==> src/rtl/spi_led_pkg.sv <==
// ----------------------------------------------------------------------------
// spi_led_pkg
//  Shared types and constants for the SPI LED slave.
//  - state_t : frame FSM states
//  - LED_W   : LED count on the Basys 3 bank (default frame length)
//  - CNT_W   : bit counter width able to hold LED_W+1 (over-length marker)
// ----------------------------------------------------------------------------
package spi_led_pkg;

  typedef enum logic [1:0] {
    ST_WAIT_IDLE,
    ST_IDLE,
    ST_SHIFT
  } state_t;

  localparam int LED_W = 16;

  // The counter must reach data_w+1 so an over-length frame stays distinguishable.
  function automatic int bit_cnt_width(input int data_w);
    return $clog2(data_w + 2);
  endfunction

  localparam int CNT_W = bit_cnt_width(LED_W);

endpackage

==> src/rtl/sync_edge.sv <==
// ----------------------------------------------------------------------------
// sync_edge
//  Brings an asynchronous pin into the clk domain through a flip-flop chain
//  and flags its rising/falling transitions for one clk.
//  Parameters: STAGES - synchronizer depth (>= 2)
//  Ports:
//    clk   in  system clock
//    rst_n in  asynchronous active-low reset
//    din   in  asynchronous pin
//    level out synchronized level
//    rise  out 1-clk pulse on 0->1 of the synchronized level
//    fall  out 1-clk pulse on 1->0 of the synchronized level
// ----------------------------------------------------------------------------
module sync_edge #(
  parameter int STAGES = 2
) (
  input  logic clk,
  input  logic rst_n,
  input  logic din,
  output logic level,
  output logic rise,
  output logic fall
);

  logic [STAGES-1:0] sync_q;
  logic              prev_q;

  // Synchronizer chain followed by one history flop for edge detection.
  always_ff @(posedge clk or negedge rst_n) begin
    if (!rst_n) begin
      sync_q <= '0;
      prev_q <= 1'b0;
    end else begin
      sync_q <= {sync_q[STAGES-2:0], din};
      prev_q <= sync_q[STAGES-1];
    end
  end

  assign level = sync_q[STAGES-1];
  assign rise  = level & ~prev_q;
  assign fall  = ~level & prev_q;

endmodule

==> src/rtl/spi_led_slave.sv <==
// ----------------------------------------------------------------------------
// spi_led_slave
//  SPI mode-0 slave receiving one LED word per chip-select frame and driving
//  the LED bank. The previously committed word is shifted back on MISO during
//  the same frame. All SPI pins are oversampled in the clk domain.
//  Optional feature macro: SPI_WDOG_EN - when defined, a watchdog replaces the
//  LED pattern with a scrolling counter after WDOG_CYCLES clks without a
//  valid frame.
//  Ports:
//    clk          in  system clock (100 MHz)
//    rst_n        in  asynchronous active-low reset
//    spi_sclk     in  SPI clock, idle low
//    spi_cs_n     in  SPI chip select, active low
//    spi_mosi     in  master-out data, MSB first
//    spi_miso     out slave-out data, MSB first, 0 outside a frame
//    led          out LED drive, bit i -> LD i
//    frame_valid  out 1-clk pulse when a DATA_W-bit frame is committed
//    frame_err    out 1-clk pulse when a frame ends with the wrong bit count
//    wdog_timeout out high while the fallback pattern is shown
// ----------------------------------------------------------------------------
module spi_led_slave
  import spi_led_pkg::*;
#(
  parameter int DATA_W      = LED_W,
  parameter int SYNC_STAGES = 2,
  parameter int WDOG_CYCLES = 100_000_000
) (
  input  logic              clk,
  input  logic              rst_n,
  input  logic              spi_sclk,
  input  logic              spi_cs_n,
  input  logic              spi_mosi,
  output logic              spi_miso,
  output logic [DATA_W-1:0] led,
  output logic              frame_valid,
  output logic              frame_err,
  output logic              wdog_timeout
);

  localparam int              CW       = bit_cnt_width(DATA_W);
  localparam logic [CW-1:0]   FULL_CNT = CW'(DATA_W);
  localparam logic [CW-1:0]   SAT_CNT  = CW'(DATA_W + 1);

  logic sclk_lvl, sclk_rise, sclk_fall;
  logic cs_lvl, cs_rise, cs_fall;
  logic mosi_lvl, unused_mosi_rise, unused_mosi_fall;

  sync_edge #(.STAGES(SYNC_STAGES)) u_sync_sclk (
    .clk(clk), .rst_n(rst_n), .din(spi_sclk),
    .level(sclk_lvl), .rise(sclk_rise), .fall(sclk_fall)
  );

  sync_edge #(.STAGES(SYNC_STAGES)) u_sync_cs (
    .clk(clk), .rst_n(rst_n), .din(spi_cs_n),
    .level(cs_lvl), .rise(cs_rise), .fall(cs_fall)
  );

  // MOSI goes through the same depth so its level lines up with the sclk edge.
  sync_edge #(.STAGES(SYNC_STAGES)) u_sync_mosi (
    .clk(clk), .rst_n(rst_n), .din(spi_mosi),
    .level(mosi_lvl), .rise(unused_mosi_rise), .fall(unused_mosi_fall)
  );

  state_t            state, state_nx;
  logic              do_start, do_rx, do_tx, do_commit, do_error, do_end;
  logic [CW-1:0]     bit_cnt;
  logic [DATA_W-1:0] rx_shift;
  logic [DATA_W-1:0] tx_shadow;
  logic [DATA_W-1:0] led_q;

  always_ff @(posedge clk or negedge rst_n) begin
    if (!rst_n) state <= ST_WAIT_IDLE;
    else        state <= state_nx;
  end

  // A chip-select edge takes priority over an sclk edge seen on the same clk.
  always_comb begin
    state_nx  = state;
    do_start  = 1'b0;
    do_rx     = 1'b0;
    do_tx     = 1'b0;
    do_commit = 1'b0;
    do_error  = 1'b0;
    do_end    = 1'b0;
    unique case (state)
      ST_WAIT_IDLE: begin
        if (cs_lvl) state_nx = ST_IDLE;
      end
      ST_IDLE: begin
        if (cs_fall) begin
          do_start = 1'b1;
          state_nx = ST_SHIFT;
        end
      end
      ST_SHIFT: begin
        if (cs_rise) begin
          do_end   = 1'b1;
          state_nx = ST_IDLE;
          if (bit_cnt == FULL_CNT) do_commit = 1'b1;
          else                     do_error  = 1'b1;
        end else begin
          do_rx = sclk_rise;
          do_tx = sclk_fall;
        end
      end
      default: state_nx = ST_WAIT_IDLE;
    endcase
  end

  // Shift registers, bit counter, MISO driver and the committed LED word.
  always_ff @(posedge clk or negedge rst_n) begin
    if (!rst_n) begin
      bit_cnt     <= '0;
      rx_shift    <= '0;
      tx_shadow   <= '0;
      led_q       <= '0;
      spi_miso    <= 1'b0;
      frame_valid <= 1'b0;
      frame_err   <= 1'b0;
    end else begin
      frame_valid <= do_commit;
      frame_err   <= do_error;
      if (do_start) begin
        tx_shadow <= led_q;
        bit_cnt   <= '0;
        spi_miso  <= led_q[DATA_W-1];
      end
      if (do_rx) begin
        rx_shift <= {rx_shift[DATA_W-2:0], mosi_lvl};
        if (bit_cnt != SAT_CNT) bit_cnt <= bit_cnt + 1'b1;
      end
      if (do_tx) begin
        tx_shadow <= {tx_shadow[DATA_W-2:0], 1'b0};
        spi_miso  <= (bit_cnt < FULL_CNT) ? tx_shadow[DATA_W-2] : 1'b0;
      end
      if (do_end)    spi_miso <= 1'b0;
      if (do_commit) led_q    <= rx_shift;
    end
  end

`ifdef SPI_WDOG_EN
  localparam int                WDOG_W   = $clog2(WDOG_CYCLES);
  localparam logic [WDOG_W-1:0] WDOG_MAX = WDOG_W'(WDOG_CYCLES - 1);
  localparam int                FB_W     = 27;
  localparam int                FB_USED  = DATA_W - 1;

  logic [WDOG_W-1:0]       wdog_cnt;
  logic [FB_W-1:0]         fb_cnt;
  logic [FB_W-FB_USED-1:0] fb_low_unused;

  // Watchdog restarts on every commit and parks at its maximum; the scroll
  // counter free-runs so the fallback pattern keeps moving.
  always_ff @(posedge clk or negedge rst_n) begin
    if (!rst_n) begin
      wdog_cnt <= '0;
      fb_cnt   <= '0;
    end else begin
      fb_cnt <= fb_cnt + 1'b1;
      if (do_commit)                wdog_cnt <= '0;
      else if (wdog_cnt != WDOG_MAX) wdog_cnt <= wdog_cnt + 1'b1;
    end
  end

  assign wdog_timeout  = (wdog_cnt == WDOG_MAX);
  assign led           = wdog_timeout ? {fb_cnt[FB_W-1 -: FB_USED], fb_cnt[FB_W-1]} : led_q;
  assign fb_low_unused = fb_cnt[FB_W-FB_USED-1:0];
`else
  localparam int wdog_unused_cycles = WDOG_CYCLES;

  assign wdog_timeout = 1'b0;
  assign led          = led_q;
`endif

endmodule

==> config.mk <==
export PLATFORM = sky130hd
export DESIGN_NAME = spi_led_slave
export DESIGN_NICKNAME = d
export VERILOG_FILES = /design/src/rtl/spi_led_pkg.sv /design/src/rtl/sync_edge.sv /design/src/rtl/spi_led_slave.sv
export SDC_FILE = /design/constraint.sdc
export NUM_CORES = 1
export LEC_CHECK = 0
export ABC_AREA = 1
export CELL_PAD_IN_SITES_DETAIL_PLACEMENT = 0
export CELL_PAD_IN_SITES_GLOBAL_PLACEMENT = 1
export CORE_AREA = 2 2 82 123
export DETAILED_ROUTE_END_ITERATION = 7
export DIE_AREA = 0 0 84 125
export PLACE_DENSITY_LB_ADDON = 0.1
export SLEW_MARGIN = 10
export SYNTH_ARGS = -nofsm -noshare
export SYNTH_HDL_FRONTEND = slang
export SYNTH_SLANG_ARGS = --single-unit
==> constraint.sdc <==
create_clock -name clk -period 1.4 [get_ports clk]
set_clock_uncertainty 0.1 [all_clocks]
set_input_delay 0.42 -clock clk [delete_from_list [all_inputs] [get_ports clk]]
set_output_delay 0.42 -clock clk [all_outputs]
set_load 0.01 [all_outputs]
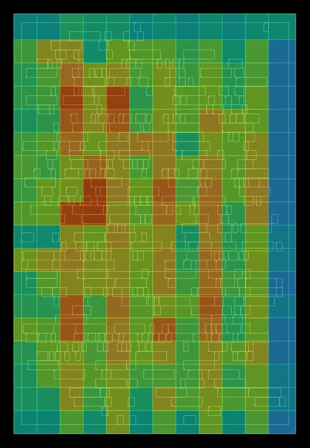
congestion_map.png
GR Util met3: 3.04%
gr usage total: 12.6%
WL/cell: 13.9 um
met2 usage: 20.0%
met1 Use GR: 15.6%

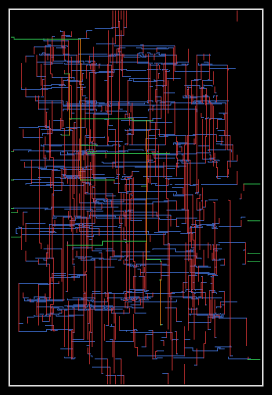
layers.png
(3 px per um)
orange -> M4  # wire length 129 um
green -> M3  # wire length 167 um
red -> M2  # wire length 3460 um
blue -> M1  # wire length 2920 um

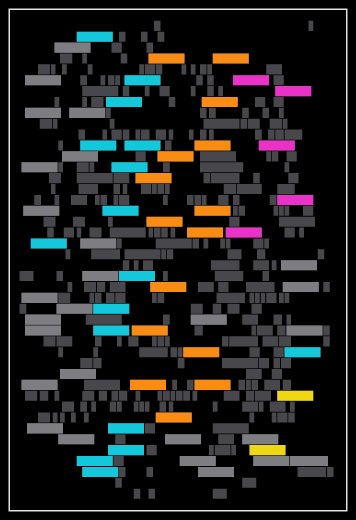
ff_map.png
(4 px per um)
magenta -> bit_cnt  # flops 5
orange -> tx_shadow  # flops 15
yellow -> state  # flops 2
cyan -> led  # flops 16

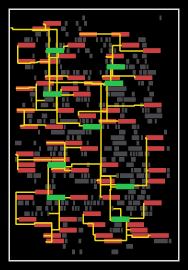
clock_wires.png
(2 px per um)
red -> flip-flops  # count 65
yellow -> clock wires  # length 938 um
green -> clock-net drivers  # count 9
flops lie = spread over the die
routed clock nets = 10

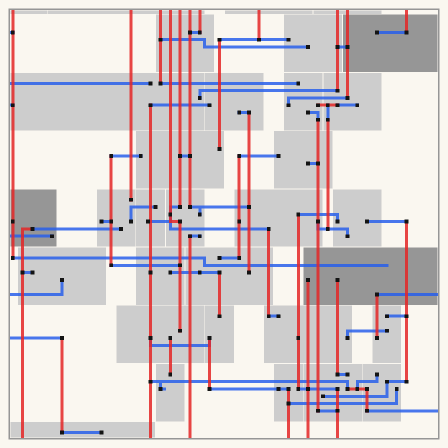
closeup.png
Window x 53 to 73, y 21 to 41 um. Cells in gray, sequential cells in the stronger gray; small squares are vias.
red -> M2
blue -> M1
sequential cells in the window = 1
most frequent = buf_4 (5)
cells with their middle in the window = 25
netlist names of flops here include = state (1)

==> GITHUB_STEP_SUMMARY <==
## PnR job results

| Metric | Value |
|---|---|
| Status | `finished, violations left` |
| Failing checks | `negative hold slack` |
| Slowest cell on crit path | `dfrtp_1` |
| Cell Pwr Density | `~1300 nW/um2` |
| Top cells by area | `dfrtp_1, nand2_1, nand3_1, o21ai_2, inv_1` |
| DRT iter0 DRCs | `132` |
| P_clk | `2.19 mW` |
| YS chip area | `2780 um2` |
| Pint | `around 3.8 mW` |
| Fin crit period | `about 1400 ps` |
| # IOs | `25` |
| Tcrit/Tclk final | `98.6%` |
| Mapped cell area | `2780 um2` |
| Final Hold Vio Count | `10` |
| Detail Placement HPWL | `3940 um` |
| Synth Warn # | `0` |
| Largest net degree at the start of global routing | `between 60 and 70` |
| CORE AREA | `roughly 9500 um2` |
| Final antenna-violating net count | `0` |
| Die ar. | `10500 um2` |
| Worst Hold Class | `in2async` |
| WL final | `6670 um` |
| Reg clk slew, reported paths | `around 50 ps` |
| Min Hold Slack | `-2.01 ps` |
| Switch Pwr | `about 1.4 mW` |
-- final cells by class --
cell class	count	area, um2
multi-input cells	181	1110
flip-flops and latches	65	1630
clock buffers	13	250
fillers	988	5620
repair buffers	69	601
clock inverters	3	40.0
inverters	32	133
well taps	115	144
-- logic make-up after synthesis --
family | after synthesis | synth area share [%]
other cells | 1 | 0.135
xor+xnor | 3 | 0.945
buf+inv | 43 | 7.47
compound gates | 36 | 8.73
fa+ha+maj | 3 | 1.35
simple gates | 135 | 22.9
flops | 65 | 58.5
-- repair_timing --
| item | in CTS | in global routing |
|---|---|---|
| pin swaps | 2 | 14 |
| resized | 84 | 41 |
| gates cloned | 0 | 6 |
| buffers inserted | 1 | 7 |
| setup endpoints to repair | 44 | 60 |
| endpoints found under the hold margin | 0 | 0 |
-- flip-flops by register name (all words and copies together) (netlist names) --
| name | flops |
|---|---|
| bit_cnt | 5 |
| frame_err | 1 |
| frame_valid | 1 |
| led | 16 |
| rx_shift | 16 |
| spi_miso | 1 |
| state | 2 |
| tx_shadow | 15 |
| u_sync_cs.prev_q | 1 |
| u_sync_cs.sync_q | 2 |
| u_sync_mosi.sync_q | 2 |
| u_sync_sclk.prev_q | 1 |
| u_sync_sclk.sync_q | 2 |
-- per-stage QoR --
step                      utilization, %  power [mW]
after global placement              35.4        2.81
after detailed placement            35.4        2.81
final                               41.0        5.14
after CTS                           37.8        5.05
after global routing                41.0        5.41
after floorplan                        -        2.49
-- cell usage in the layout, fill, tap and decap left out --
master,count
nand3_1,40
o21ai_1,14
clkdlybuf4s50_1,3
clkinv_2,2
conb_1,1
inv_2,6
dfrtp_2,1
nor2_2,1
o21ai_2,18
nor2_1,3
buf_6,4
buf_12,6
nand2_4,6
ha_1,2
buf_4,34
o21ai_0,2
nand2_1,64
clkbuf_16,11
o31ai_1,1
buf_2,20
dfrtp_1,64
inv_6,1
a21oi_2,1
clkbuf_1,3
inv_1,22
xnor2_1,3
nor2_8,1
nand3_4,1
nand2_2,11
bufinv_16,1
nor2_4,8
nand2_8,2
nand3_2,1
ha_4,1
clkbuf_8,1
inv_4,3
-- Yosys cell counts, drive strengths merged --
library cell and number:
buf 11, xnor2 3, inv 31, nand3 42, nand2 80, conb 1
nor2 13, ha 3, o31ai 1, o21ai 34, a21oi 1, clkinv 1
dfrtp 65
-- per-layer routing --
layer / wire [um] / share of wire (%) / global-route usage [%] / up-vias
li1: - / - / - / 1062
met1: 2920 / 44 / 15.6 / 1006
met2: 3460 / 52 / 20.0 / 25
met3: 166 / 2.5 / 3.04 / 11
met4: 128 / 1.9 / 7.40 / 0
met5: 0 / 0 / 0 / -
-- final timing paths --
| kind | startpoint | to | slack, ps |
|---|---|---|---|
| max in group asynchronous | rst_n | bit_cnt[0] | 880 |
| max reg2reg | bit_cnt[2] | led[14] | 20 |
| min in group clk | u_sync_cs.sync_q[0] | u_sync_cs.sync_q[1] | 240 |
| min | rst_n | state[0] | -2 |
| min reg2reg | u_sync_cs.sync_q[0] | u_sync_cs.sync_q[1] | 240 |
| max | bit_cnt[2] | led[14] | 20 |
Power figures rest on the tool's default switching activity, not on a simulated workload.
